==> src/rtl/pht_pkg.sv <==
// Shared types, constants and helpers for the gshare pattern history table.
package pht_pkg;

  typedef enum logic {
    ST_INIT,
    ST_RUN
  } pht_state_e;

  localparam logic [1:0] PHT_ACT_NONE    = 2'b00;
  localparam logic [1:0] PHT_ACT_COMMIT  = 2'b01;
  localparam logic [1:0] PHT_ACT_MISPRED = 2'b10;

  localparam int unsigned PHT_CNT_INIT = 1;

  function automatic logic [31:0] sat_cnt(
    input logic [31:0] cnt,
    input logic        take,
    input int unsigned bits
  );
    logic [31:0] lim;
    lim = (32'd1 << bits) - 32'd1;
    if (take)
      return (cnt >= lim) ? lim : cnt + 32'd1;
    return (cnt == 32'd0) ? 32'd0 : cnt - 32'd1;
  endfunction

  // Caller truncates the result to its index width.
  function automatic logic [31:0] pht_index(
    input logic [31:0] pc,
    input logic [31:0] bhr
  );
    return (pc >> 2) ^ bhr;
  endfunction

endpackage

==> src/rtl/pht_counter_ram.sv <==
// Counter table: one write port, FETCH_WIDTH asynchronous read ports.
module pht_counter_ram #(
  parameter int INDEX_BITS  = 8,
  parameter int CNT_BITS    = 2,
  parameter int FETCH_WIDTH = 4
) (
  input  logic                                  clk,
  input  logic                                  i_we,
  input  logic [INDEX_BITS-1:0]                 i_waddr,
  input  logic [CNT_BITS-1:0]                   i_wdata,
  input  logic [FETCH_WIDTH-1:0][INDEX_BITS-1:0] i_raddr,
  output logic [FETCH_WIDTH-1:0][CNT_BITS-1:0]   o_rdata
);

  localparam int ENTRIES = 1 << INDEX_BITS;

  logic [CNT_BITS-1:0] r_mem [ENTRIES];

  always_ff @(posedge clk) begin
    if (i_we)
      r_mem[i_waddr] <= i_wdata;
  end

  always_comb begin
    o_rdata = '0;
    for (int i = 0; i < FETCH_WIDTH; i++)
      o_rdata[i] = r_mem[i_raddr[i]];
  end

endmodule

==> src/rtl/pht_gshare_multiport.sv <==
// Multi-lane gshare direction predictor: init FSM, global history,
// lookup hashing and registered per-lane predictions.
module pht_gshare_multiport
  import pht_pkg::*;
#(
  parameter int FETCH_WIDTH = 4,
  parameter int INDEX_BITS  = 8,
  parameter int BHR_LEN     = 8,
  parameter int CNT_BITS    = 2,
  localparam int CKPT_W     = BHR_LEN + CNT_BITS
) (
  input  logic                          clk,
  input  logic                          rst,
  output logic                          ready,
  input  logic                          lookup_valid,
  input  logic [31:0]                   lookup_vaddr,
  output logic                          pred_valid,
  output logic [FETCH_WIDTH-1:0]        pred_take,
  output logic [FETCH_WIDTH*CKPT_W-1:0] pred_ckpt,
  input  logic                          spec_valid,
  input  logic                          spec_take,
  input  logic [1:0]                    upd_action,
  input  logic [CKPT_W-1:0]             upd_ckpt,
  input  logic [31:0]                   upd_vaddr,
  input  logic                          upd_take
);

  localparam logic [INDEX_BITS-1:0] LAST_IDX = '1;

  pht_state_e r_state;
  pht_state_e w_state_nxt;
  logic [INDEX_BITS-1:0] r_init_ptr;
  logic [INDEX_BITS-1:0] w_ptr_nxt;
  logic [BHR_LEN-1:0] r_bhr;
  logic [BHR_LEN-1:0] w_bhr_nxt;

  logic r_pred_valid;
  logic [FETCH_WIDTH-1:0] r_pred_take;
  logic [FETCH_WIDTH*CKPT_W-1:0] r_pred_ckpt;
  logic [FETCH_WIDTH-1:0] w_take_nxt;
  logic [FETCH_WIDTH*CKPT_W-1:0] w_ckpt_nxt;

  logic w_run;
  logic w_lookup;
  logic w_upd_en;
  logic w_mispred;
  logic [CNT_BITS-1:0] w_ckpt_cnt;
  logic [BHR_LEN-1:0] w_ckpt_bhr;
  logic [INDEX_BITS-1:0] w_upd_idx;

  logic [31:0] w_lane_pc [FETCH_WIDTH];
  logic [FETCH_WIDTH-1:0][INDEX_BITS-1:0] w_ridx;
  logic [FETCH_WIDTH-1:0][CNT_BITS-1:0] w_rdata;

  logic w_we;
  logic [INDEX_BITS-1:0] w_waddr;
  logic [CNT_BITS-1:0] w_wdata;

  assign w_run      = (r_state == ST_RUN);
  assign ready      = w_run;
  assign w_lookup   = lookup_valid && w_run;
  assign w_mispred  = (upd_action == PHT_ACT_MISPRED);
  assign w_upd_en   = (upd_action == PHT_ACT_COMMIT) || w_mispred;
  assign w_ckpt_cnt = upd_ckpt[CNT_BITS-1:0];
  assign w_ckpt_bhr = upd_ckpt[CKPT_W-1:CNT_BITS];
  assign w_upd_idx  = INDEX_BITS'(pht_index(upd_vaddr,
                        32'(w_ckpt_bhr[INDEX_BITS-1:0])));

  always_comb begin
    w_state_nxt = r_state;
    w_ptr_nxt   = r_init_ptr;
    unique case (r_state)
      ST_INIT: begin
        w_ptr_nxt = r_init_ptr + 1'b1;
        if (r_init_ptr == LAST_IDX)
          w_state_nxt = ST_RUN;
      end
      ST_RUN: w_state_nxt = ST_RUN;
      default: w_state_nxt = ST_INIT;
    endcase
  end

  always_ff @(posedge clk) begin
    if (!rst) begin
      r_state    <= ST_INIT;
      r_init_ptr <= '0;
    end else begin
      r_state    <= w_state_nxt;
      r_init_ptr <= w_ptr_nxt;
    end
  end

  // Init sweep owns the single write port; updates only land in RUN.
  always_comb begin
    w_we    = 1'b0;
    w_waddr = '0;
    w_wdata = '0;
    if (!w_run) begin
      w_we    = rst;
      w_waddr = r_init_ptr;
      w_wdata = CNT_BITS'(PHT_CNT_INIT);
    end else if (w_upd_en) begin
      w_we    = rst;
      w_waddr = w_upd_idx;
      w_wdata = CNT_BITS'(sat_cnt(32'(w_ckpt_cnt), upd_take, CNT_BITS));
    end
  end

  always_comb begin
    w_bhr_nxt = r_bhr;
    if (w_mispred)
      w_bhr_nxt = {w_ckpt_bhr[BHR_LEN-2:0], upd_take};
    else if (spec_valid)
      w_bhr_nxt = {r_bhr[BHR_LEN-2:0], spec_take};
  end

  always_comb begin
    w_take_nxt = '0;
    w_ckpt_nxt = '0;
    for (int i = 0; i < FETCH_WIDTH; i++) begin
      w_lane_pc[i] = lookup_vaddr + (32'(i) << 2);
      w_ridx[i] = INDEX_BITS'(pht_index(w_lane_pc[i],
                    32'(r_bhr[INDEX_BITS-1:0])));
      w_take_nxt[i] = w_rdata[i][CNT_BITS-1];
      w_ckpt_nxt[i*CKPT_W +: CKPT_W] = {r_bhr, w_rdata[i]};
    end
  end

  pht_counter_ram #(
    .INDEX_BITS (INDEX_BITS),
    .CNT_BITS   (CNT_BITS),
    .FETCH_WIDTH(FETCH_WIDTH)
  ) u_ram (
    .clk    (clk),
    .i_we   (w_we),
    .i_waddr(w_waddr),
    .i_wdata(w_wdata),
    .i_raddr(w_ridx),
    .o_rdata(w_rdata)
  );

  always_ff @(posedge clk) begin
    if (!rst) begin
      r_bhr        <= '0;
      r_pred_valid <= 1'b0;
      r_pred_take  <= '0;
      r_pred_ckpt  <= '0;
    end else begin
      r_bhr        <= w_bhr_nxt;
      r_pred_valid <= w_lookup;
      if (w_lookup) begin
        r_pred_take <= w_take_nxt;
        r_pred_ckpt <= w_ckpt_nxt;
      end
    end
  end

  assign pred_valid = r_pred_valid;
  assign pred_take  = r_pred_take;
  assign pred_ckpt  = r_pred_ckpt;

endmodule
==> config.mk <==
export PLATFORM = sky130hd
export DESIGN_NAME = pht_gshare_multiport
export DESIGN_NICKNAME = d
export VERILOG_FILES = /design/src/rtl/pht_pkg.sv /design/src/rtl/pht_counter_ram.sv /design/src/rtl/pht_gshare_multiport.sv
export SDC_FILE = /design/constraint.sdc
export NUM_CORES = 2
export LEC_CHECK = 0
export CAP_MARGIN = 40
export CORE_ASPECT_RATIO = 1.5
export CORE_MARGIN = 2
export CORE_UTILIZATION = 45
export CTS_CLUSTER_DIAMETER = 120
export DETAILED_ROUTE_END_ITERATION = 16
export DONT_BUFFER_PORTS = 1
export PLACE_DENSITY_LB_ADDON = 0.08
export SLEW_MARGIN = 20
export SYNTH_ARGS = -nofsm -noshare
export SYNTH_HDL_FRONTEND = slang
export SYNTH_SLANG_ARGS = --single-unit
==> constraint.sdc <==
create_clock -name clk -period 23.9 [get_ports clk]
set_input_delay 4.78 -clock clk [delete_from_list [all_inputs] [get_ports clk]]
set_output_delay 4.78 -clock clk [all_outputs]
set_load 0.005 [all_outputs]
**Sequential cells grouped by signal name**

The bar under the picture is 50 µm long. Other sequential cells in the stronger gray, the rest of the logic in the fainter gray.
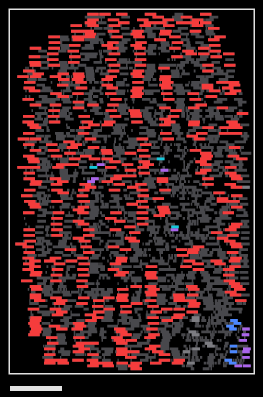
legend:
  red:
    name_in_the_netlist: u_ram.r_mem
    placed_flops: 512
    where: spread over the die
  purple:
    name_in_the_netlist: pred_ckpt
    placed_flops: 13
  blue:
    name_in_the_netlist: r_bhr
    placed_flops: 8
    where: lower right
  cyan:
    name_in_the_netlist: pred_take
    placed_flops: 3
not colored: 10
Register Area: 16,060 µm²
fraction of the core area covered by cells at the end of the flow: 0.4979
sequential share of cell area: 0.4107
Flop+latch power: 0.00103 W

**The metal 3 layer**

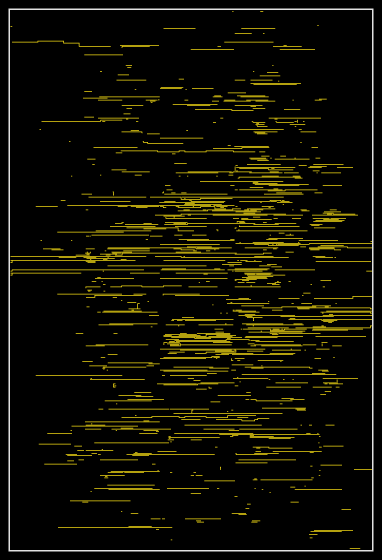
main direction: horizontal
share of all routed wire: 8.3%
nets with wire on the layer: 386
wire length on this layer: 10,800 µm
longest straight run: 92.5 µm
Total Routed Length: 130,200 µm
met3 capacity usage during global routing: 0.05376
vias after detailed routing: 24.58k

==> impl_metrics.py <==
# Synthesis and PnR figures
metrics = {
    "status": {
        "outcome": "complete, no violations",
    },
    "synth": {
        "post_synth_area_hogs": "sky130_fd_sc_hd__edfxtp_1 (43%), sky130_fd_sc_hd__mux4_2 (32%), sky130_fd_sc_hd__mux2i_1 (4.6%), sky130_fd_sc_hd__nor2_1 (3.1%), sky130_fd_sc_hd__nand2_1 (2.4%)",
        "syn-instance-count": 2435,
        "yosys_area_um2": 35530,
        "ys_seq_share": 0.4519,
        "synth-async-reset-ratio": 0,
        "synthDominantCellAreaShare": 0.4327,
    },
    "grt": {
        "met2_usage_in_global_routing": 0.5466,
        "antenna_violations_before_repair": 4,
        "grt_max_degree": 121,
    },
    "power": {
        "share_clk_of_total_power": 0.376,
        "sw_frac_of_total": 0.2884,
        "power.total_w": 0.002464,
        "ir_worst_vdd_uv": 49.04,
    },
    "sta": {
        "holdWs_ns": 0.5157,
        "rsz0062_at_grt": "false",
    },
    "setup_path": {
        "worst-path-max-fanout": 42,
    },
    "cells_and_area": {
        "post_layout_nonfiller_instances": 3423,
    },
    "clock_network": {
        "cts_hold_repair.buffers": 0,
    },
    "die": {
        "placeable_core_region_um2": 78510,
    },
    "route": {
        "dr.pass1.iters": 7,
        "detail_route.vias_per_cell": 7.179,
    },
}
Power figures rest on the tool's default switching activity, not on a simulated workload.
